`src/rtl/instr_executor.sv`:
```
// Execution stage: runs one 12-bit instruction against an 8 x 4-bit
// register file, then holds the display context for a dwell time.
module instr_executor #(
    parameter int unsigned HOLD_CYCLES = 100_000_000
) (
    input  logic        CLK,
    input  logic        reset,
    input  logic        instr_valid,
    input  logic [11:0] instr,
    output logic        instr_ready,
    output logic [1:0]  display_op,
    output logic [8:0]  instruction_operands,
    output logic [3:0]  Memory [7:0],
    output logic        flag_cv,
    output logic        err
);

    localparam logic [2:0] OP_NOP  = 3'b000;
    localparam logic [2:0] OP_ADD  = 3'b001;
    localparam logic [2:0] OP_SUB  = 3'b010;
    localparam logic [2:0] OP_SCAN = 3'b011;
    localparam logic [2:0] OP_LDI  = 3'b100;

    localparam logic [26:0] HOLD_LOAD = 27'(HOLD_CYCLES - 1);

    typedef enum logic [1:0] {
        IDLE,
        WB,
        HOLD
    } state_t;

    state_t      state_q;
    state_t      state_d;
    logic [11:0] ir_q;
    logic [4:0]  res_q;
    logic [26:0] cnt_q;

    logic [3:0]  ra;
    logic [3:0]  rb;
    logic [4:0]  alu;
    logic [2:0]  op;
    logic        wr_en;
    logic        arith;
    logic        illegal;
    logic [1:0]  dop;

    assign op = ir_q[11:9];

    // Operands are read and evaluated on the accept edge so the
    // writeback lands exactly one edge after the handshake.
    always_comb begin
        ra  = Memory[instr[5:3]];
        rb  = Memory[instr[2:0]];
        alu = '0;
        unique case (instr[11:9])
            OP_ADD:  alu = {1'b0, ra} + {1'b0, rb};
            OP_SUB:  alu = {1'b0, ra} - {1'b0, rb};
            OP_LDI:  alu = {1'b0, instr[3:0]};
            default: alu = '0;
        endcase
    end

    always_comb begin
        wr_en   = 1'b0;
        arith   = 1'b0;
        illegal = 1'b0;
        dop     = 2'd0;
        unique case (1'b1)
            op == OP_ADD:  begin wr_en = 1'b1; arith = 1'b1; dop = 2'd1; end
            op == OP_SUB:  begin wr_en = 1'b1; arith = 1'b1; dop = 2'd2; end
            op == OP_SCAN: dop = 2'd3;
            op == OP_LDI:  wr_en = 1'b1;
            op == OP_NOP:  dop = 2'd0;
            default:       illegal = 1'b1;
        endcase
    end

    always_comb begin
        state_d     = state_q;
        instr_ready = reset && (state_q == IDLE);
        unique case (state_q)
            IDLE:    if (instr_valid) state_d = WB;
            WB:      state_d = HOLD;
            HOLD:    if (cnt_q == '0) state_d = IDLE;
            default: state_d = IDLE;
        endcase
    end

    always_ff @(posedge CLK or negedge reset) begin
        if (!reset) begin
            state_q              <= IDLE;
            ir_q                 <= '0;
            res_q                <= '0;
            cnt_q                <= '0;
            display_op           <= '0;
            instruction_operands <= '0;
            flag_cv              <= 1'b0;
            err                  <= 1'b0;
            for (int i = 0; i < 8; i++) Memory[i] <= '0;
        end else begin
            state_q <= state_d;
            unique case (state_q)
                IDLE: begin
                    if (instr_valid) begin
                        ir_q  <= instr;
                        res_q <= alu;
                    end
                end
                WB: begin
                    if (wr_en) Memory[ir_q[8:6]] <= res_q[3:0];
                    if (arith) flag_cv <= res_q[4];
                    if (illegal) err <= 1'b1;
                    display_op           <= dop;
                    instruction_operands <= ir_q[8:0];
                    cnt_q                <= HOLD_LOAD;
                end
                HOLD: begin
                    if (cnt_q != '0) cnt_q <= cnt_q - 27'd1;
                end
                default: ;
            endcase
        end
    end

endmodule

```
`config.mk`:
```
export PLATFORM = sky130hd
export DESIGN_NAME = instr_executor
export DESIGN_NICKNAME = d
export VERILOG_FILES = /design/src/rtl/instr_executor.sv
export SDC_FILE = /design/constraint.sdc
export NUM_CORES = 1
export LEC_CHECK = 0
export CORE_MARGIN = 1
export CORE_UTILIZATION = 50
export DETAILED_ROUTE_END_ITERATION = 6
export GPL_TIMING_DRIVEN = 0
export PLACE_DENSITY = 0.76
export SYNTH_ARGS = -nofsm -noshare
export SYNTH_HDL_FRONTEND = slang
export SYNTH_SLANG_ARGS = --single-unit
```
`constraint.sdc`:
```
create_clock -name CLK -period 3.03 [get_ports CLK]
set_clock_uncertainty 0.1 [all_clocks]
set_input_delay 0.7575 -clock CLK [delete_from_list [all_inputs] [get_ports CLK]]
set_output_delay 0.7575 -clock CLK [all_outputs]
set_load 0.05 [all_outputs]
```
==> run_results.csv, run 1 <==
group,metric,value,unit
clocking,cts_num_sinks,91,
sta,worst_pin_slew,1010,ps
yosys,edf_count,0,
clocking,clockBufferDepth,2,
cells_and_area,combGateArea,0.00244,sq mm
sta,setup_violations,1,
power,leakagePower,2.38,nW
sta,fin_tns_setup,-64.1,ps
run_status,status,"finished with violations",
floorplan,dieArea,0.00995,sq mm
yosys,ys_async_sr_fraction,100,%
hold_path,hp-class,"in -> async",
yosys,top_cell_area_share,47.7,%
clocking,cts_buffers,9,
place,placedInstanceArea,0.00554,sq mm
cells_and_area,num-fill-cells,741,
yosys,ys_seq_elements,91,
detailed_routing,drtIter0Drc,298,
yosys,ys_cells,432,
worst_setup_path,critPathArrivalTime,3230,ps
detailed_routing,antenna_left,0,
sta,setup_ws,-64.1,ps
clocking,clkLatencyLatePin,360,ps
cells_and_area,lay_top_cells,"91 x dfrtp_1, 53 x clkdlybuf4s50_1, 51 x nand2_1",
sta,hold_viol_final,0,
worst_setup_path,timing.rr.end,"res_q[3]",
place,gp_congestion,0.922,
sta,min_period,3090,ps
worst_setup_path,path_max_fanout,8,
worst_setup_path,start_kind,"input pin",
detailed_routing,drc,0,
run_status,violations,"setup timing",
==> run 1: worst max-delay path by stage <==
stage          startpoint          end  slack, ps  cells after the start
2_1_floorplan    instr[0]     res_q[3]       -250                     11
4_1_cts          instr[0]     res_q[3]        -10                     11
6_report         instr[0]     res_q[3]        -60                     11
3_3_place_gp        reset  instr_ready      -3330                      3
5_1_grt          instr[0]     res_q[3]       -140                     11
3_5_place_dp    instr[10]     res_q[3]       -550                     10
==> run 1: synthesized netlist by cell type (5+ instances only) <==
cell      count
a21oi_1      10
a31oi_1       5
and3_1        6
clkbuf_1     21
dfrtp_1      91
ha_1          6
inv_1         7
mux2_2       48
mux2i_1       9
mux4_2       16
nand2_1      51
nand3_1      17
nand4_1       6
nor2_1       29
nor2b_1       5
nor3_1       11
o21ai_0      18
o31ai_1       5
or3_1         8
xor2_1        6
==> run 1: per-layer routing <==
metal | up-vias | part of all wire, %
met5 | - | 0
met3 | 26 | 5.7
met1 | 1910 | 45
met4 | 0 | 1.9
met2 | 160 | 47
li1 | 1739 | -
==> run 1: sequential cells by signal, summed over array words and instances (netlist names) <==
name,flops
Memory,32
cnt_q,27
ir_q,12
instruction_operands,9
display_op,2
flag_cv,1
err,1
res_q,5
state_q,2
==> run 1: cell families after synthesis <==
group | Yosys count
simple gates | 158
flops | 91
mux | 73
compound gates | 65
buf+inv | 31
xor+xnor | 7
fa+ha+maj | 7
==> run 1: cell type report <==
cell class | instances | area share [%]
sequential | 91 | 39.0
buffer | 24 | 2.14
timing repair buffer | 61 | 10.5
tap | 129 | 2.77
multi-input combinational | 310 | 41.8
clock inverter | 6 | 1.11
clock buffer | 10 | 2.19
inverter | 7 | 0.450
==> run 1: what timing repair did <==
action | in CTS | in global routing
endpoints found under the setup margin | 2 | 8
buffers inserted | 4 | 1
hold endpoints to repair | 0 | 0
resized | 9 | 8
pin swaps | 3 | 1
==> run 1: report_power, final <==
part | leakage [nW] | internal [mW] | total [mW] | switching, mW
combinational | 1.18 | 1.29 | 3.23 | 1.95
clock | 0.0966 | 0.384 | 0.827 | 0.443
sequential | 1.10 | 1.62 | 1.99 | 0.370
==> run 1: critical path, stage by stage <==
cell and delay (ps):
buf_12 110, mux4_2 530, mux2i_4 220, ha_4 250, o21ai_4 160, ha_1 240, nor2b_1 130, o21a_1 190
or3_1 320, a32oi_1 230, a21oi_1 80
==> run 1: per-stage QoR <==
step | setup WS, ps | power, mW | instances
after CTS | -14.1 | 6.00 | 637
after global routing | -136 | 6.36 | 638
after floorplan | -251 | 4.11 | 432
final | -64.1 | 6.05 | 638
after detailed placement | -552 | 5.10 | 617
after global placement | -3330 | 4.99 | 616
Figure 1. Placed cells, one colour a class (run 1).
Drawn at 4 px/um. Fill, decap, tap and diode cells in grey.
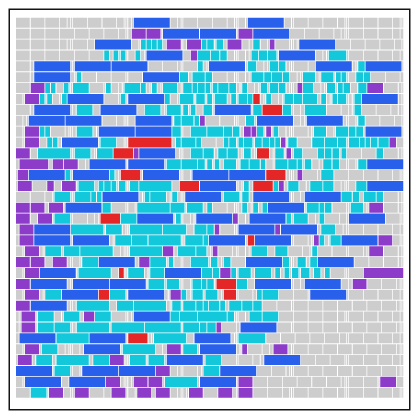
Key: blue = flops [cells 91, share of their area 40%]; cyan = combinational and other logic [cells 317, share of their area 43%]; red = clock drivers and dummy loads [cells 16, share of their area 3.4%]; purple = other buffers and delay cells [cells 85, share of their area 13%]
Layout Utilization: 63.2%
final instance area: 0.00584 sq mm
Rows: 35
Placeable Area: 0.00924 sq mm

Figure 2. Track usage over the die (run 1).
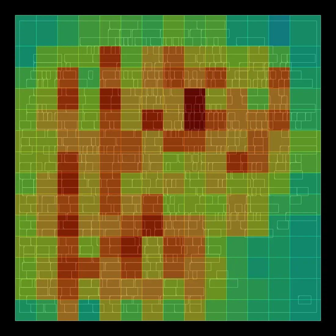
met3 Use GR: 4.29%
most used routing layer: met2
Total GRT Usage: 24.9%

Figure 3. Sizing map (run 1).
Drawn at 4 px/um.
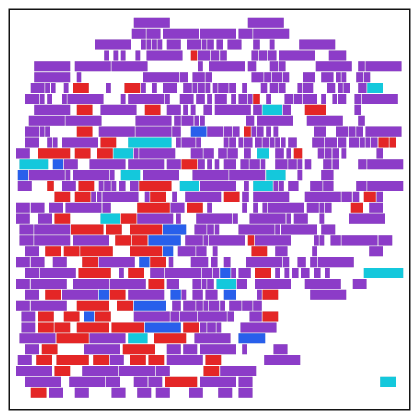
Key: red = _2 cells [cells 75, share 15%]; blue = _3 and _4 cells [cells 15, share 2.9%]; purple = _0 and _1 cells [cells 404, share 79%]; cyan = _6 and larger [cells 15, share 2.9%]
final setup margin: -64.1 ps
Area Growth Syn to Fin: 22.1%
Non-CTS buffers: 85

Figure 4. The metal 3 layer (run 1).
Drawn at 4 px/um.
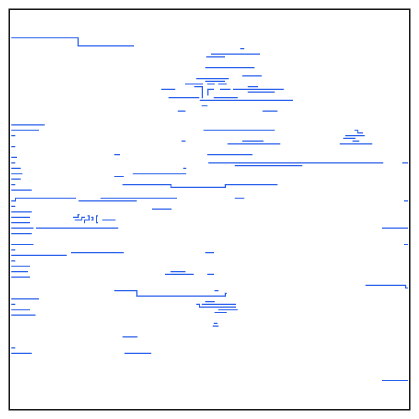
The longest straight run is 43.4 um. 86 nets have wire on it. The wires run mostly horizontal. The layer holds 5.7% of the routed length. The layer carries 669 um of wire.

==> run 2, diff against run 1 <==
Settings changed: CORE_MARGIN 1 to not set, DONT_BUFFER_PORTS set to 1, PLACE_DENSITY 0.76 to 0.68.
Figure 5. Gate families picked out (run 2).
Drawn at 4 px/um.
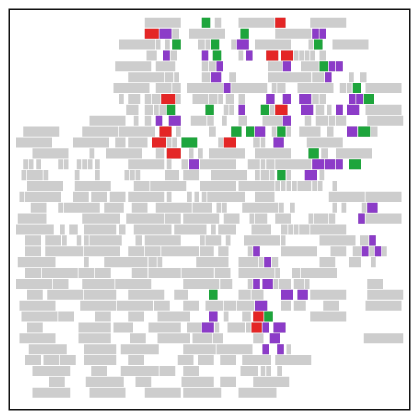
Key: red = AND-OR and OR-AND gates [cells 12, most used a32o_1]; green = AND and OR gates [cells 22, most used or3_1]; purple = inverting AOI/OAI gates [cells 53, most used o21ai_0]
logic gate fraction of the total cell area: 45.5%
most frequent logic cell in the layout: dfrtp_1
non-filler cells, final: 581

==> run 2 against run 1 <==
  * Via count shrank 9.0%
  * Sequential power increased by 48%
  * Largest power group is now sequential cells
  * Combinational power shrank 47%
  * Critical endpoint unchanged
  * The flow still finishes with violations (setup timing)
==> run_results.csv, run 2 <==
group,metric,value,unit
run_status,status,"finished with violations",
run_status,violations,"setup timing",
yosys,ys_seq_elements,91,
worst_setup_path,timing.rr.end,"res_q[3]",
global_route,grt_use_total,24.7,%
floorplan,fp-row-count,35,
detailed_routing,drtIter0Drc,202,
power,finalPower,5.60,mW
worst_setup_path,crit_slowest_cell,"dfrtp_2",
floorplan,core,0.00924,sq mm
sta,min_period,3050,ps
sta,setup_violations,1,
power,p_comb_share,30.6,%
sta,hold_viol_final,0,
power,clkPwrFrac,17.0,%
place,placedInstanceArea,0.00497,sq mm
hold_path,hp-class,"in -> async",
worst_setup_path,worstSetupEndpoint,"res_q[3]",
clocking,clockBufferDepth,2,
cells_and_area,lay_top_cells,"75 x dfrtp_1, 51 x nand2_1, 48 x mux2_2",
yosys,synthTopCellsByCount,"91 x dfrtp_1, 51 x nand2_1, 48 x mux2_2",
place,place_inst,561,
power,internal_power,2.94,mW
worst_setup_path,path_cells,"mux4_2 > mux2i_2 > ha_1 > o21ai_2 > ha_1 > nor2b_1 > o21a_1 > or3_1 > a32oi_1 > a21oi_1",
cells_and_area,syn_to_final_growth,10.7,%
clocking,cts_buffers,9,
detailed_routing,antenna_left,0,
worst_setup_path,path_max_fanout,4,
cells_and_area,final_util,57.2,%
floorplan,dieArea,0.00995,sq mm
power,switching_share,47.6,%
yosys,synth_top_cell_by_count,"dfrtp_1",
sta,setup_ws,-23.4,ps
cells_and_area,reg_top3,"Memory x32, cnt_q x27, ir_q x12",
worst_setup_path,crit_path_frequent_cell,"ha_1",
detailed_routing,routed_via_density,6.01,
worst_setup_path,critPathArrivalTime,3200,ps
cells_and_area,fin_area,0.00529,sq mm
worst_setup_path,max_stage_delay,540,ps
cells_and_area,largest_reg_flops,32,
detailed_routing,drc,0,
power,seqPwrFrac,52.4,%
worst_setup_path,start_kind,"register",
yosys,top_cell_area_share,47.7,%
Figure 6. The metal 3 layer (run 2).
Drawn at 4 px/um.
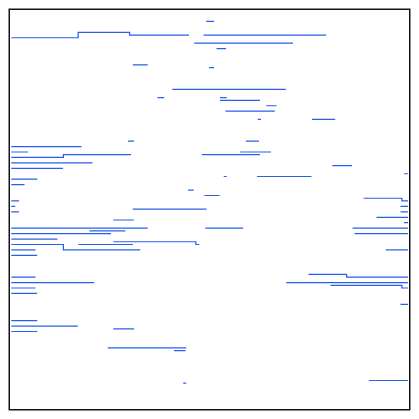
The longest straight run is 33.8 um. The wires run mostly horizontal. The layer carries 742 um of wire.

-- run 2: netlist changes by cell type in the layout (fill, tap and decap cells not counted), moves of 2 or more --
cell	delta
clkdlybuf4s50_1	-53
buf_4	-2
inv_6	+2
dfrtp_2	+16
clkbuf_2	-2
dfrtp_1	-16
clkinv_2	-2
-- run 2: power groups by stage --
| stage | logic (mW) | clock network (mW) | registers, mW |
|---|---|---|---|
| after detailed placement | 1.61 | 0 | 2.94 |
| after global placement | 1.55 | 0 | 2.92 |
| final | 1.71 | 0.950 | 2.94 |
| after floorplan | 1.31 | 0 | 2.80 |
| after global routing | 1.91 | 1.02 | 3.01 |
| after CTS | 1.69 | 0.969 | 2.94 |
-- run 2: cell type report --
type,instances,area (sq um)
fillers,765,3950
inverters,7,26.3
multi-input cells,310,2400
clock buffers,9,124
plain buffers,24,120
clock inverters,7,105
well taps,129,161
flip-flops and latches,91,2300
repair buffers,4,50.0
-- run 2: critical path: cells and delay by family (launching register included) --
kind | cells | cell delay (ps)
simple gates | 2 | 430
fa+ha+maj | 2 | 520
compound gates | 4 | 610
mux | 2 | 720
flops | 1 | 540
-- run 2: worst min path at each step --
stage | startpoint | to | slack [ps] | depth (start not counted)
final | reset | flag_cv | 190 | 1
after CTS | reset | flag_cv | 210 | 1
after global routing | reset | flag_cv | 210 | 1
after floorplan | ir_q[0] | instruction_operands[0] | 330 | 2
after global placement | ir_q[5] | instruction_operands[5] | 350 | 2
after detailed placement | ir_q[5] | instruction_operands[5] | 360 | 2
-- run 2: metrics by stage --
stage / setup TNS [ps] / setup slack (ps)
3_3_place_gp: -840 / -417
4_1_cts: -19.9 / -19.9
3_5_place_dp: -972 / -476
6_report: -23.4 / -23.4
2_1_floorplan: -251 / -251
5_1_grt: -131 / -131
-- run 2: cells by family (layout without fill, tap and decap cells) --
family          count (synthesis)  in the layout  synth area share (%)
simple gates                  158            158                  16.5
xor+xnor                        7              7                  1.28
buf+inv                        31             51                  2.64
mux                            73             73                  20.7
fa+ha+maj                       7              7                  1.99
compound gates                 65             65                  9.22
flops                          91             91                  47.7
-- run 2: routing by layer --
layer	GRT usage, %	part of all wire, %
met1	33.9	45
met3	7.24	6.6
met5	0	0
met2	37.9	46
met4	7.81	1.7
-- run 2: timing repair --
item,CTS,global route
cloned,0,0
endpoints found under the setup margin,1,4
pin swaps,1,2
setup buffers,3,0
hold endpoints to repair,91,0
hold buffers,1,0
gates resized,17,4
Power figures rest on the tool's default switching activity, not on a simulated workload.
